$ cat config.mk
export PLATFORM = sky130hd
export DESIGN_NAME = acc_mem_arbiter
export DESIGN_NICKNAME = d
export VERILOG_FILES = /design/src/rtl/acc_pkg.sv /design/src/rtl/rr_arb2.sv /design/src/rtl/acc_mem_arbiter.sv
export SDC_FILE = /design/constraint.sdc
export NUM_CORES = 1
export LEC_CHECK = 0
export CORE_ASPECT_RATIO = 1.4
export CORE_MARGIN = 2
export CORE_UTILIZATION = 42
export DETAILED_ROUTE_END_ITERATION = 10
export GPL_TIMING_DRIVEN = 0
export PLACE_DENSITY = 0.91
export SKIP_CTS_REPAIR_TIMING = 1
export SLEW_MARGIN = 10
export SYNTH_ARGS = -nofsm -noshare
export SYNTH_HDL_FRONTEND = slang
export SYNTH_HIERARCHICAL = 1
export SYNTH_SLANG_ARGS = --single-unit
$ cat constraint.sdc
create_clock -name CLK -period 3.6 [get_ports CLK]
set_input_delay 0.72 -clock CLK [delete_from_list [all_inputs] [get_ports CLK]]
set_output_delay 0.72 -clock CLK [all_outputs]
set_load 0.02 [all_outputs]
$ cat src/rtl/acc_pkg.sv
// Shared definitions for the accumulator CPU memory arbiter: FSM encodings,
// IO word address, port ids and address classification.
package acc_pkg;

  localparam int unsigned BUS_AW = 16;
  localparam logic [BUS_AW-1:0] IO_ADDR_DEF = 16'hfffe;

  localparam logic PORT0 = 1'b0;
  localparam logic PORT1 = 1'b1;

  typedef enum logic [1:0] {
    IDLE  = 2'd0,
    ISSUE = 2'd1,
    RESP  = 2'd2
  } state_e;

  typedef enum logic [1:0] {
    KIND_RAM = 2'd0,
    KIND_IO  = 2'd1,
    KIND_BAD = 2'd2
  } kind_e;

  // The IO word wins over the RAM window; anything else above the RAM is invalid.
  function automatic kind_e decode_kind(input logic [BUS_AW-1:0] addr,
                                        input logic [BUS_AW-1:0] io_addr,
                                        input int unsigned       aw);
    kind_e k;
    if (addr == io_addr)              k = KIND_IO;
    else if ((addr >> aw) == 16'd0)   k = KIND_RAM;
    else                              k = KIND_BAD;
    return k;
  endfunction

endpackage

$ cat src/rtl/rr_arb2.sv
// Two-way picker: a lone request always wins; ties go to port 0 when fixed,
// otherwise to the port that did not win last time.
module rr_arb2
  import acc_pkg::*;
(
  input  logic [1:0] req,
  input  logic       last_win,
  input  logic       fixed,
  output logic       win_id
);

  always_comb begin
    win_id = PORT0;
    case (req)
      2'b10:   win_id = PORT1;
      2'b11:   win_id = fixed ? PORT0 : ~last_win;
      default: win_id = PORT0;
    endcase
  end

endmodule

$ cat src/rtl/acc_mem_arbiter.sv
// Shares the single-port synchronous RAM between the CPU datapath (port 0) and
// the loader/DMA (port 1), decoding the memory-mapped IO word on the way.
module acc_mem_arbiter
  import acc_pkg::*;
#(
  parameter int unsigned       ADDR_WIDTH = 10,
  parameter int unsigned       DATA_WIDTH = 16,
  parameter logic [BUS_AW-1:0] IO_ADDR    = IO_ADDR_DEF,
  parameter bit                FIXED_PRIO = 1'b0
) (
  input  logic                  CLK,
  input  logic                  Reset,
  input  logic                  req0,
  input  logic                  req1,
  input  logic                  we0,
  input  logic                  we1,
  input  logic [BUS_AW-1:0]     addr0,
  input  logic [BUS_AW-1:0]     addr1,
  input  logic [DATA_WIDTH-1:0] wdata0,
  input  logic [DATA_WIDTH-1:0] wdata1,
  output logic                  gnt0,
  output logic                  gnt1,
  output logic                  rvalid0,
  output logic                  rvalid1,
  output logic [DATA_WIDTH-1:0] rdata,
  output logic                  err,
  output logic [ADDR_WIDTH-1:0] mem_addr,
  output logic [DATA_WIDTH-1:0] mem_data,
  output logic                  mem_we,
  input  logic [DATA_WIDTH-1:0] mem_q,
  input  logic [DATA_WIDTH-1:0] IOIn,
  output logic [DATA_WIDTH-1:0] IOOut
);

  state_e                state_q, state_d;
  logic                  last_win_q, last_win_d;
  logic                  id_q, id_d;
  logic                  we_q, we_d;
  kind_e                 kind_q, kind_d;
  logic [DATA_WIDTH-1:0] wdata_q, wdata_d;
  logic                  gnt0_q, gnt0_d, gnt1_q, gnt1_d;
  logic                  rvalid0_q, rvalid0_d, rvalid1_q, rvalid1_d;
  logic                  err_q, err_d;
  logic [ADDR_WIDTH-1:0] mem_addr_q, mem_addr_d;
  logic [DATA_WIDTH-1:0] mem_data_q, mem_data_d;
  logic                  mem_we_q, mem_we_d;
  logic [DATA_WIDTH-1:0] io_out_q, io_out_d;
  logic [DATA_WIDTH-1:0] io_in_q, io_in_d;

  logic                  win_id;
  logic                  sel_we;
  logic [BUS_AW-1:0]     sel_addr;
  logic [DATA_WIDTH-1:0] sel_wdata;
  kind_e                 sel_kind;

  rr_arb2 u_arb (
    .req      ({req1, req0}),
    .last_win (last_win_q),
    .fixed    (1'(FIXED_PRIO)),
    .win_id   (win_id)
  );

  assign sel_we    = (win_id == PORT1) ? we1    : we0;
  assign sel_addr  = (win_id == PORT1) ? addr1  : addr0;
  assign sel_wdata = (win_id == PORT1) ? wdata1 : wdata0;
  assign sel_kind  = decode_kind(sel_addr, IO_ADDR, ADDR_WIDTH);

  always_ff @(posedge CLK) begin
    if (Reset) begin
      state_q    <= IDLE;
      last_win_q <= PORT1;
      id_q       <= PORT0;
      we_q       <= 1'b0;
      kind_q     <= KIND_RAM;
      wdata_q    <= '0;
      gnt0_q     <= 1'b0;
      gnt1_q     <= 1'b0;
      rvalid0_q  <= 1'b0;
      rvalid1_q  <= 1'b0;
      err_q      <= 1'b0;
      mem_addr_q <= '0;
      mem_data_q <= '0;
      mem_we_q   <= 1'b0;
      io_out_q   <= '0;
      io_in_q    <= '0;
    end else begin
      state_q    <= state_d;
      last_win_q <= last_win_d;
      id_q       <= id_d;
      we_q       <= we_d;
      kind_q     <= kind_d;
      wdata_q    <= wdata_d;
      gnt0_q     <= gnt0_d;
      gnt1_q     <= gnt1_d;
      rvalid0_q  <= rvalid0_d;
      rvalid1_q  <= rvalid1_d;
      err_q      <= err_d;
      mem_addr_q <= mem_addr_d;
      mem_data_q <= mem_data_d;
      mem_we_q   <= mem_we_d;
      io_out_q   <= io_out_d;
      io_in_q    <= io_in_d;
    end
  end

  // Next-state and registered-output logic; pulses default low every cycle.
  always_comb begin
    state_d    = state_q;
    last_win_d = last_win_q;
    id_d       = id_q;
    we_d       = we_q;
    kind_d     = kind_q;
    wdata_d    = wdata_q;
    gnt0_d     = 1'b0;
    gnt1_d     = 1'b0;
    rvalid0_d  = 1'b0;
    rvalid1_d  = 1'b0;
    err_d      = 1'b0;
    mem_addr_d = mem_addr_q;
    mem_data_d = mem_data_q;
    mem_we_d   = 1'b0;
    io_out_d   = io_out_q;
    io_in_d    = io_in_q;

    case (state_q)
      IDLE: begin
        if (req0 || req1) begin
          id_d       = win_id;
          last_win_d = win_id;
          we_d       = sel_we;
          kind_d     = sel_kind;
          wdata_d    = sel_wdata;
          mem_addr_d = ADDR_WIDTH'(sel_addr);
          mem_data_d = sel_wdata;
          mem_we_d   = sel_we && (sel_kind == KIND_RAM);
          gnt0_d     = (win_id == PORT0);
          gnt1_d     = (win_id == PORT1);
          state_d    = ISSUE;
        end
      end
      ISSUE: begin
        rvalid0_d = (id_q == PORT0);
        rvalid1_d = (id_q == PORT1);
        err_d     = (kind_q == KIND_BAD);
        io_in_d   = IOIn;
        if (we_q && (kind_q == KIND_IO)) io_out_d = wdata_q;
        state_d   = RESP;
      end
      RESP:    state_d = IDLE;
      default: state_d = IDLE;
    endcase
  end

  // RAM read data arrives in the response cycle itself, so rdata is steered combinationally.
  always_comb begin
    rdata = '0;
    if ((rvalid0_q || rvalid1_q) && !we_q) begin
      case (kind_q)
        KIND_RAM: rdata = mem_q;
        KIND_IO:  rdata = io_in_q;
        default:  rdata = '0;
      endcase
    end
  end

  assign gnt0     = gnt0_q;
  assign gnt1     = gnt1_q;
  assign rvalid0  = rvalid0_q;
  assign rvalid1  = rvalid1_q;
  assign err      = err_q;
  assign mem_addr = mem_addr_q;
  assign mem_data = mem_data_q;
  assign mem_we   = mem_we_q & ~Reset;
  assign IOOut    = io_out_q;

endmodule

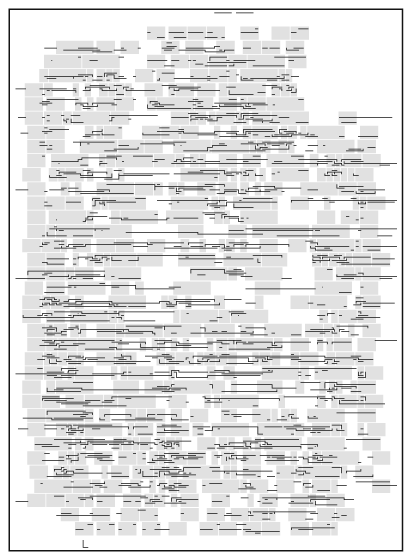
*M1 wires*
longest straight run: 29.0 um
share of all routed wire: 36%
main direction: horizontal
nets with wire on the layer: 560
wire length on this layer: 3270 um
met1 Track Usage GR: 24.0%
DR vias: 3217

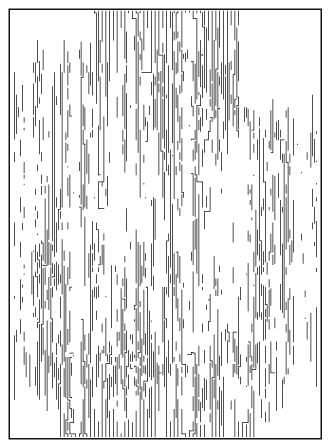
*M2 wires*
longest straight run: 44.5 um
main direction: vertical
nets with wire on the layer: 557
share of all routed wire: 53%

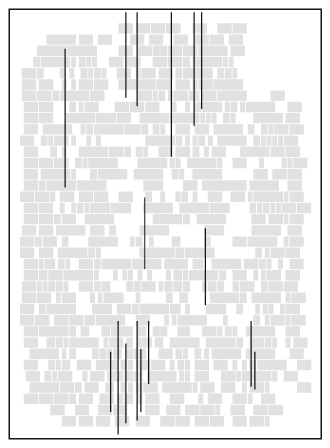
*M4 wires*
share of all routed wire: 3.7%
nets with wire on the layer: 16

## logic make-up (layout without fill, tap and decap cells)
kind of cell | after synthesis | after routing | share of synthesized area, %
flops | 71 | 71 | 47.6
compound gates | 75 | 75 | 12.8
buf+inv | 26 | 207 | 4.15
simple gates | 152 | 152 | 22.2
mux | 39 | 39 | 13.1
other cells | 1 | 1 | 0.126
## registers in the layout (all words and copies together) (netlist names)
name,flops
IOOut,16
err,1
gnt0,1
gnt1,1
id_q,1
io_in_q,16
kind_q,2
last_win_q,1
mem_addr,10
mem_data,16
mem_we_q,1
rvalid0,1
rvalid1,1
state_q,2
we_q,1
==> out/qor.txt <==
outcome: complete, no violations
Tapcell Cnt: 95
DRT Wirelength: 9.06 mm
post-route cell area: 0.00494 sq mm
Crit. path cell count: 5
ys flop type: dfxtp_1
Rel. slew slack: 62.2%
FF-to-FF End: kind_q[1]$_SDFFE_PP0N_
Synth Seq Share: 47.6%
Avg Cell Area, Syn: 8.20 sq um
die y size: 104 um
Setup Viol. Count Final: 0
max incr delay on CP: 0.55 ns
MI comb area: 0.00144 sq mm
multi-input gate count: 267
Non-clk bufs: 189
DRT iter0 DRCs: 84
Synth top cell by count: nand2_1
Cell Int Power: 0.00138 W
WL met3: 690 um
Final Util: 71.3%
Sequential Power Share: 46.4%
Clock Sinks: 71
Top-area cell share: 47.6%
grt peak-use layer: met2
yosys warning tally: 6
Synth Instances: 364
P_clk: 0.000616 W
Setup crit end: rdata[12]
RSZ-0062 raised after global routing: no
setup tns final: 0 ns
Die Wd: 75.2 um
Root Driver: clkbuf_8
Overflow after GRT: 0
gp weighted congestion: 0.844
cells along the critical path: nor2_1 > o21ai_1 > clkbuf_1 > nor2_1 > clkdlybuf4s50_1
cell count of the worst hold path: 1
Post-synth ARST share: 0%
hold worst-path end: rvalid0$_SDFF_PP0_
Core ar.: 0.00694 sq mm
Fin Hold WS: 0.451 ns
post-route clock period utilization: 81.6%
Net Sw Frac: 26.0%
H-tree depth: 3
CP max FO: 10
largest net degree at the start of global routing: 12
WP data required: 2.88 ns
number of fill cells in the layout: 582
worst reg2reg setup slack: 1.85 ns
Distinct lib cells used: 30
wire length on met2: 4.77 mm
P_seq: 0.000866 W
first-pass GRT wire length: 14.4 mm
Data arrival, critical path: 2.22 ns
buffering overhead: 35.8%
metal1 wirelength: 3.27 mm
part of the power in the clock network: 33.0%
CP Buf/Inv Count: 2
Log Warnings: 26
Post-DP HPWL: 7.22 mm
combinational fraction of the cell area: 29.1%
Yosys Instances: 364
Storage cell area: 0.00142 sq mm
Clock buf/inv share: 3.85%
Slew @ Worst Pin: 0.563 ns
layout cell share with drive strength beyond 1: 5.50%
Post-Place Cell Area: 0.00475 sq mm
CP Launch Type: register
Power and IR drop assume default switching activity.
